<file path="src/rtl/alu_packet_engine_pkg.sv">
// Shared types and constants for the byte-stream ALU packet engine.
package alu_pkg;
    localparam int         HDR_BYTES = 4;
    localparam logic [7:0] ERR_BYTE  = 8'hEE;

    typedef enum logic [7:0] {
        OP_ECHO = 8'hEC,
        OP_ADD  = 8'hAD,
        OP_MUL  = 8'h88
    } opcode_e;

    typedef enum logic [3:0] {
        S_OPCODE, S_RSVD, S_LEN_LO, S_LEN_HI,
        S_ECHO, S_OPERAND, S_DRAIN, S_RESULT, S_ERR
    } state_e;

    function automatic logic is_arith(input logic [7:0] op);
        return (op == OP_ADD) || (op == OP_MUL);
    endfunction
endpackage

</file>
<file path="src/rtl/alu_packet_engine_if.sv">
// Receive/transmit byte streams plus status flags of the packet engine.
interface alu_packet_engine_if;
    logic [7:0] rx_data_i;
    logic       rx_valid_i;
    logic       rx_ready_o;
    logic [7:0] tx_data_o;
    logic       tx_valid_o;
    logic       tx_ready_i;
    logic       busy_o;
    logic       err_o;

    modport slave  (input  rx_data_i, rx_valid_i, tx_ready_i,
                    output rx_ready_o, tx_data_o, tx_valid_o, busy_o, err_o);
    modport master (output rx_data_i, rx_valid_i, tx_ready_i,
                    input  rx_ready_o, tx_data_o, tx_valid_o, busy_o, err_o);
endinterface

</file>
<file path="src/rtl/alu_packet_engine_serializer.sv">
// Emits a loaded word LSB byte first over a valid/ready stream.
module alu_word_serializer #(
    parameter int WORD_BYTES = 4
) (
    input  logic                    clk_i,
    input  logic                    rst_ni,
    input  logic                    i_load,
    input  logic [8*WORD_BYTES-1:0] i_word,
    input  logic                    i_ready,
    output logic [7:0]              o_data,
    output logic                    o_valid,
    output logic                    o_done
);
    localparam int CNT_W = $clog2(WORD_BYTES + 1);

    logic [8*WORD_BYTES-1:0] r_word;
    logic [CNT_W-1:0]        r_left;
    logic                    r_valid;

    assign o_data  = r_word[7:0];
    assign o_valid = r_valid;
    assign o_done  = r_valid && i_ready && (r_left == CNT_W'(1));

    always_ff @(posedge clk_i or negedge rst_ni) begin
        if (!rst_ni) begin
            r_word  <= '0;
            r_left  <= '0;
            r_valid <= 1'b0;
        end else if (i_load) begin
            r_word  <= i_word;
            r_left  <= CNT_W'(WORD_BYTES);
            r_valid <= 1'b1;
        end else if (r_valid && i_ready) begin
            r_word <= r_word >> 8;
            r_left <= r_left - 1'b1;
            if (r_left == CNT_W'(1)) r_valid <= 1'b0;
        end
    end
endmodule

</file>
<file path="src/rtl/alu_packet_engine.sv">
// Parses length-prefixed packets, runs ECHO/ADD/MUL and streams results back.
module alu_packet_engine
    import alu_pkg::*;
#(
    parameter int WORD_BYTES     = 4,
    parameter int LEN_W          = 16,
    parameter int TIMEOUT_CYCLES = 600000
) (
    input  logic                clk_i,
    input  logic                rst_ni,
    alu_packet_engine_if.slave  bus
);
    localparam int WORD_W = 8 * WORD_BYTES;
    localparam int TMO_W  = $clog2(TIMEOUT_CYCLES + 1);
    localparam int BC_W   = (WORD_BYTES > 1) ? $clog2(WORD_BYTES) : 1;

    state_e             r_state, w_next;
    logic               r_run, r_pend, r_txv, r_ee, r_err;
    logic [7:0]         r_op, r_len_lo, r_txd;
    logic [LEN_W-1:0]   r_cnt;
    logic [WORD_W-1:0]  r_word, r_acc;
    logic [BC_W-1:0]    r_bcnt;
    logic [TMO_W-1:0]   r_tmo;
    logic               w_rx_ready, w_acc, w_last, w_tmo_en, w_tmo;
    logic               w_ser_load, w_ser_valid, w_ser_done;
    logic [7:0]         w_ser_data;
    logic [LEN_W-1:0]   w_len, w_pay;

    assign w_len    = LEN_W'({bus.rx_data_i, r_len_lo});
    assign w_pay    = w_len - LEN_W'(HDR_BYTES);
    assign w_acc    = bus.rx_valid_i && w_rx_ready;
    assign w_last   = (r_cnt == LEN_W'(1));
    assign w_tmo_en = (r_state inside {S_RSVD, S_LEN_LO, S_LEN_HI, S_ECHO, S_OPERAND, S_DRAIN})
                      && w_rx_ready && !w_acc;
    assign w_tmo    = w_tmo_en && (r_tmo == TMO_W'(TIMEOUT_CYCLES - 1));
    // Result starts only once the final word is folded in and any echo/error byte has left.
    assign w_ser_load = (r_state == S_RESULT) && !r_pend && !w_ser_valid && !r_txv;

    assign bus.rx_ready_o = w_rx_ready;
    assign bus.tx_valid_o = r_txv | w_ser_valid;
    assign bus.tx_data_o  = w_ser_valid ? w_ser_data : r_txd;
    assign bus.busy_o     = (r_state != S_OPCODE);
    assign bus.err_o      = r_err;

    always_comb begin
        w_rx_ready = 1'b0;
        if (r_run) begin
            case (r_state)
                S_ECHO:          w_rx_ready = !r_txv || bus.tx_ready_i;
                S_RESULT, S_ERR: w_rx_ready = 1'b0;
                default:         w_rx_ready = 1'b1;
            endcase
        end
    end

    always_comb begin
        w_next = r_state;
        if (w_tmo) begin
            w_next = S_OPCODE;
        end else begin
            case (r_state)
                S_OPCODE: if (w_acc) w_next = S_RSVD;
                S_RSVD:   if (w_acc) w_next = S_LEN_LO;
                S_LEN_LO: if (w_acc) w_next = S_LEN_HI;
                S_LEN_HI: if (w_acc) begin
                    if (w_len < LEN_W'(HDR_BYTES))       w_next = S_ERR;
                    else if (w_len == LEN_W'(HDR_BYTES)) begin
                        if (r_op == OP_ECHO)             w_next = S_OPCODE;
                        else if (is_arith(r_op))         w_next = S_RESULT;
                        else                             w_next = S_ERR;
                    end
                    else if (r_op == OP_ECHO)            w_next = S_ECHO;
                    else if (is_arith(r_op) && (w_pay % LEN_W'(WORD_BYTES)) == '0)
                                                         w_next = S_OPERAND;
                    else                                 w_next = S_DRAIN;
                end
                S_ECHO:    if (w_acc && w_last) w_next = S_OPCODE;
                S_OPERAND: if (w_acc && w_last) w_next = S_RESULT;
                S_DRAIN:   if (w_acc && w_last) w_next = S_ERR;
                S_RESULT:  if (w_ser_done) w_next = S_OPCODE;
                S_ERR:     if (r_ee && r_txv && bus.tx_ready_i) w_next = S_OPCODE;
                default:   w_next = S_OPCODE;
            endcase
        end
    end

    always_ff @(posedge clk_i or negedge rst_ni) begin
        if (!rst_ni) r_state <= S_OPCODE;
        else         r_state <= w_next;
    end

    always_ff @(posedge clk_i or negedge rst_ni) begin
        if (!rst_ni) begin
            r_run <= 1'b0;  r_pend <= 1'b0;  r_txv <= 1'b0;  r_ee <= 1'b0;  r_err <= 1'b0;
            r_op  <= '0;    r_len_lo <= '0;  r_txd <= '0;    r_cnt <= '0;
            r_word <= '0;   r_acc <= '0;     r_bcnt <= '0;   r_tmo <= '0;
        end else begin
            r_run <= 1'b1;
            r_err <= 1'b0;
            if (r_txv && bus.tx_ready_i) r_txv <= 1'b0;
            r_tmo <= (w_tmo_en && !w_tmo) ? r_tmo + 1'b1 : '0;
            if (r_pend) begin
                r_acc  <= (r_op == OP_MUL) ? r_acc * r_word : r_acc + r_word;
                r_pend <= 1'b0;
            end
            if (w_tmo) begin
                r_err <= 1'b1;
                r_txv <= 1'b0;
            end else begin
                case (r_state)
                    S_OPCODE: if (w_acc) r_op <= bus.rx_data_i;
                    S_LEN_LO: if (w_acc) r_len_lo <= bus.rx_data_i;
                    S_LEN_HI: if (w_acc) begin
                        r_cnt  <= w_pay;
                        r_bcnt <= '0;
                        r_acc  <= (r_op == OP_MUL) ? WORD_W'(1) : '0;
                    end
                    S_ECHO: if (w_acc) begin
                        r_txv <= 1'b1;
                        r_txd <= bus.rx_data_i;
                        r_cnt <= r_cnt - 1'b1;
                    end
                    S_OPERAND: if (w_acc) begin
                        r_word <= {bus.rx_data_i, r_word[WORD_W-1:8]};
                        r_cnt  <= r_cnt - 1'b1;
                        if (r_bcnt == BC_W'(WORD_BYTES - 1)) begin
                            r_bcnt <= '0;
                            r_pend <= 1'b1;
                        end else begin
                            r_bcnt <= r_bcnt + 1'b1;
                        end
                    end
                    S_DRAIN: if (w_acc) r_cnt <= r_cnt - 1'b1;
                    S_ERR: begin
                        if (!r_ee && !r_txv) begin
                            r_txv <= 1'b1;
                            r_txd <= ERR_BYTE;
                            r_err <= 1'b1;
                            r_ee  <= 1'b1;
                        end else if (r_ee && r_txv && bus.tx_ready_i) begin
                            r_ee <= 1'b0;
                        end
                    end
                    default: ;
                endcase
            end
        end
    end

    alu_word_serializer #(.WORD_BYTES(WORD_BYTES)) u_ser (
        .clk_i   (clk_i),
        .rst_ni  (rst_ni),
        .i_load  (w_ser_load),
        .i_word  (r_acc),
        .i_ready (bus.tx_ready_i),
        .o_data  (w_ser_data),
        .o_valid (w_ser_valid),
        .o_done  (w_ser_done)
    );
endmodule

</file>
<file path="src/flat_wrapper.sv">
// flat-port wrapper written by rule: the top's interface ports become plain ports
module alu_packet_engine_flat import alu_pkg::*;
#(
    parameter int WORD_BYTES     = 4,
    parameter int LEN_W          = 16,
    parameter int TIMEOUT_CYCLES = 600000
)
  (clk_i, rst_ni, bus_rx_data_i, bus_rx_valid_i, bus_tx_ready_i, bus_rx_ready_o, bus_tx_data_o, bus_tx_valid_o, bus_busy_o, bus_err_o);
  alu_packet_engine_if bus_i ();
  input  logic clk_i;
  input  logic rst_ni;
  input wire logic [$bits(bus_i.rx_data_i)-1:0] bus_rx_data_i;
  input wire logic [$bits(bus_i.rx_valid_i)-1:0] bus_rx_valid_i;
  input wire logic [$bits(bus_i.tx_ready_i)-1:0] bus_tx_ready_i;
  output wire logic [$bits(bus_i.rx_ready_o)-1:0] bus_rx_ready_o;
  output wire logic [$bits(bus_i.tx_data_o)-1:0] bus_tx_data_o;
  output wire logic [$bits(bus_i.tx_valid_o)-1:0] bus_tx_valid_o;
  output wire logic [$bits(bus_i.busy_o)-1:0] bus_busy_o;
  output wire logic [$bits(bus_i.err_o)-1:0] bus_err_o;
  assign bus_i.rx_data_i = bus_rx_data_i;
  assign bus_i.rx_valid_i = bus_rx_valid_i;
  assign bus_i.tx_ready_i = bus_tx_ready_i;
  assign bus_rx_ready_o = bus_i.rx_ready_o;
  assign bus_tx_data_o = bus_i.tx_data_o;
  assign bus_tx_valid_o = bus_i.tx_valid_o;
  assign bus_busy_o = bus_i.busy_o;
  assign bus_err_o = bus_i.err_o;
  alu_packet_engine #(.WORD_BYTES(WORD_BYTES), .LEN_W(LEN_W), .TIMEOUT_CYCLES(TIMEOUT_CYCLES)) u_core (.clk_i(clk_i), .rst_ni(rst_ni), .bus(bus_i));
endmodule
</file>
<file path="config.mk">
export PLATFORM = sky130hd
export DESIGN_NAME = alu_packet_engine_flat
export DESIGN_NICKNAME = d
export VERILOG_FILES = /design/src/rtl/alu_packet_engine_pkg.sv /design/src/rtl/alu_packet_engine_if.sv /design/src/rtl/alu_packet_engine_serializer.sv /design/src/rtl/alu_packet_engine.sv /design/src/flat_wrapper.sv
export SDC_FILE = /design/constraint.sdc
export NUM_CORES = 2
export LEC_CHECK = 0
export ABC_AREA = 1
export ABC_CLOCK_PERIOD_IN_PS = 8540
export CORE_MARGIN = 10
export CORE_UTILIZATION = 30
export CTS_BUF_LIST = sky130_fd_sc_hd__clkbuf_16
export CTS_CLUSTER_SIZE = 10
export DETAILED_ROUTE_END_ITERATION = 8
export GPL_ROUTABILITY_DRIVEN = 1
export PLACE_DENSITY_LB_ADDON = 0.15
export SYNTH_ARGS = -nofsm -noshare
export SYNTH_HDL_FRONTEND = slang
export SYNTH_SLANG_ARGS = --single-unit
</file>
<file path="constraint.sdc">
create_clock -name clk_i -period 8.54 [get_ports clk_i]
set_input_delay 1.281 -clock clk_i [delete_from_list [all_inputs] [get_ports clk_i]]
set_output_delay 1.281 -clock clk_i [all_outputs]
set_load 0.05 [all_outputs]
</file>
==> results.toml <==
# yosys + openroad results
[yosys]
leading_cell_type_by_number_of_instances_after_synthesis = "sky130_fd_sc_hd__inv_1"
yosys_cells = 3629
synth_warnings = 0
synth.ff_latch_count = 171
area_of_the_mapped_netlist_sq_um = 26800
synth.top_cells.by_count = "sky130_fd_sc_hd__inv_1 (938), sky130_fd_sc_hd__nand2_1 (925), sky130_fd_sc_hd__fa_1 (409)"
synth_async_sr_flop_share = 1.00
yosys.stat.seqShare = 0.159
synthCells = 3629

[timing]
worst_hold_slack_ps = 481
rsz0062_at_grt = "no"
worst-slew-pin-transition_ps = 1110
final_hold_viols = 0
setup_total_negative_slack_ps = 0

[global_route]
groute.layer.met2.usage = 0.294
largest_net_degree_at_the_start_of_global_routing = 108
most_used_routing_layer_in_global_routing = "met2"
gr-total-overflow = 0
first_pass_grt_wire_length_um = 142000
met1_usage = 0.259

[final_layout]
final_cell_count_no_fill = 4765
layout_cells_sized_above_1 = 0.0436
num-fill-cells = 9691
multi_input_comb_area_sq_um = 18400
sequential_cell_area_sq_um = 4290
postLayoutCoreUtil = 0.329
final_nets = 4170

[setup_path]
worst_ep_required_time_ps = 8900
crit_path_end = "u_core.r_acc[20]"
crit_family = "adder cells"
reg2regPathDepth = 23
start_point_of_the_critical_path = "u_core.r_word[9]"
critical_path.endpoint_type = "register"
worstSetupStartpointType = "register"
max_stage_delay_ps = 1010
cp_max_fo = 17

[clocking]
postCtsSetupRepairBufs = 0
tritoncts_clock_tree = "built"
h-tree-depth = 4
clk_path_buf_depth = 2
tritoncts.num_buffers = 17
cts_hold_buffers = 0
cts_resized = 0

[placement]
place_inst = 4733
place_area_sq_um = 28500
port_buffers = 23
place.detailed.hpwl_um = 70700

[die]
core-area_sq_um = 88600
dieWidth_um = 319
die_h_um = 319

[flow_run]
number_of_warning_messages_in_the_logs = 31

[drt]
ant_nets = 0
routed-via-count = 22300
routed_wirelength_um = 90000
met1_length_um = 43700
topRoutingLayerUsed = "met4"

[run_status]
run_status = "finished, final reports clean"
-- logic make-up (layout without fill, tap and decap cells) --
group           count (synthesis)  after routing  synth area share
mux                            12             12           0.00485
flops                         171            171             0.159
buf+inv                      1103           1074             0.155
fa+ha+maj                     571            571             0.381
simple gates                 1300           1300             0.198
compound gates                434            434            0.0895
other cells                     1              1          0.000140
xor+xnor                       37             37            0.0121
-- cell type report --
class | count | share of cell area
Multi-Input combinational cell | 2355 | 0.631
Sequential cell | 171 | 0.147
Inverter | 944 | 0.122
Tap cell | 1165 | 0.0500
Timing Repair Buffer | 98 | 0.0282
Clock buffer | 17 | 0.0146
Clock inverter | 15 | 0.00725
**The metal 4 layer**

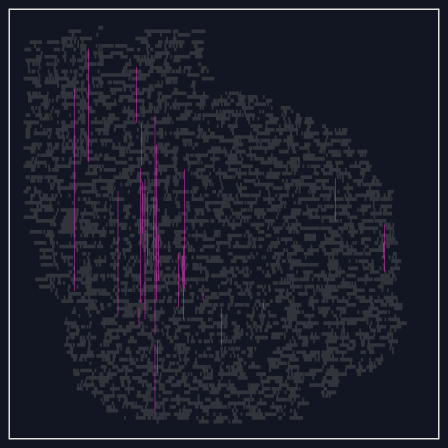
The wires run mostly vertical. The layer holds 1.6% of the routed length. The longest straight run is 163 um.

**Routed clock nets over the placement**

Bar = 100 um.
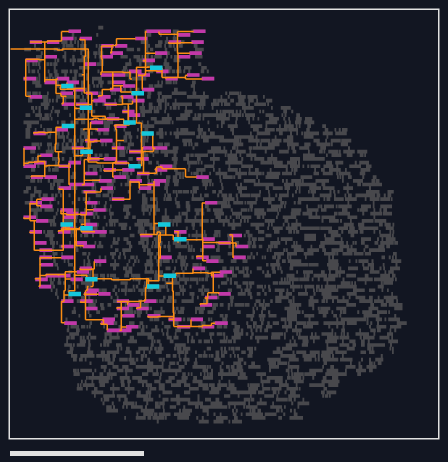
Key: clock wires = orange [length 2,870 um]; clock-net drivers = cyan [count 17]; flip-flops = magenta [count 171]
There are 18 routed clock nets.

**Cell classes on the final placement**

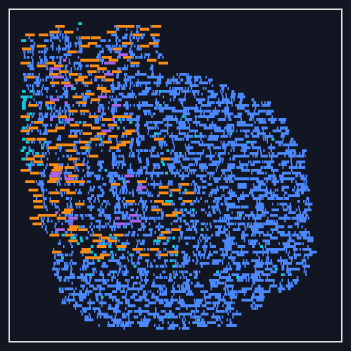
Key: clock drivers and dummy loads = purple [cells 32, share of their area 2.3%]; remaining buffers and delay cells = cyan [cells 98, share of their area 3.0%]; remaining logic cells = blue [cells 3,299, share of their area 79%]; sequential cells = orange [cells 171, share of their area 15%]

**Signal metal coverage by tile**

The die is cut into 32 by 32 equal tiles; dark blue is low, red is high, scaled to the fullest tile. Values are wire area over tile area, all layers added.
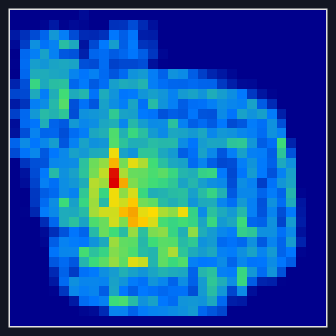
The densest ninth of the die: center. The fullest tile reaches 0.63. The emptiest ninth of the die: upper right.

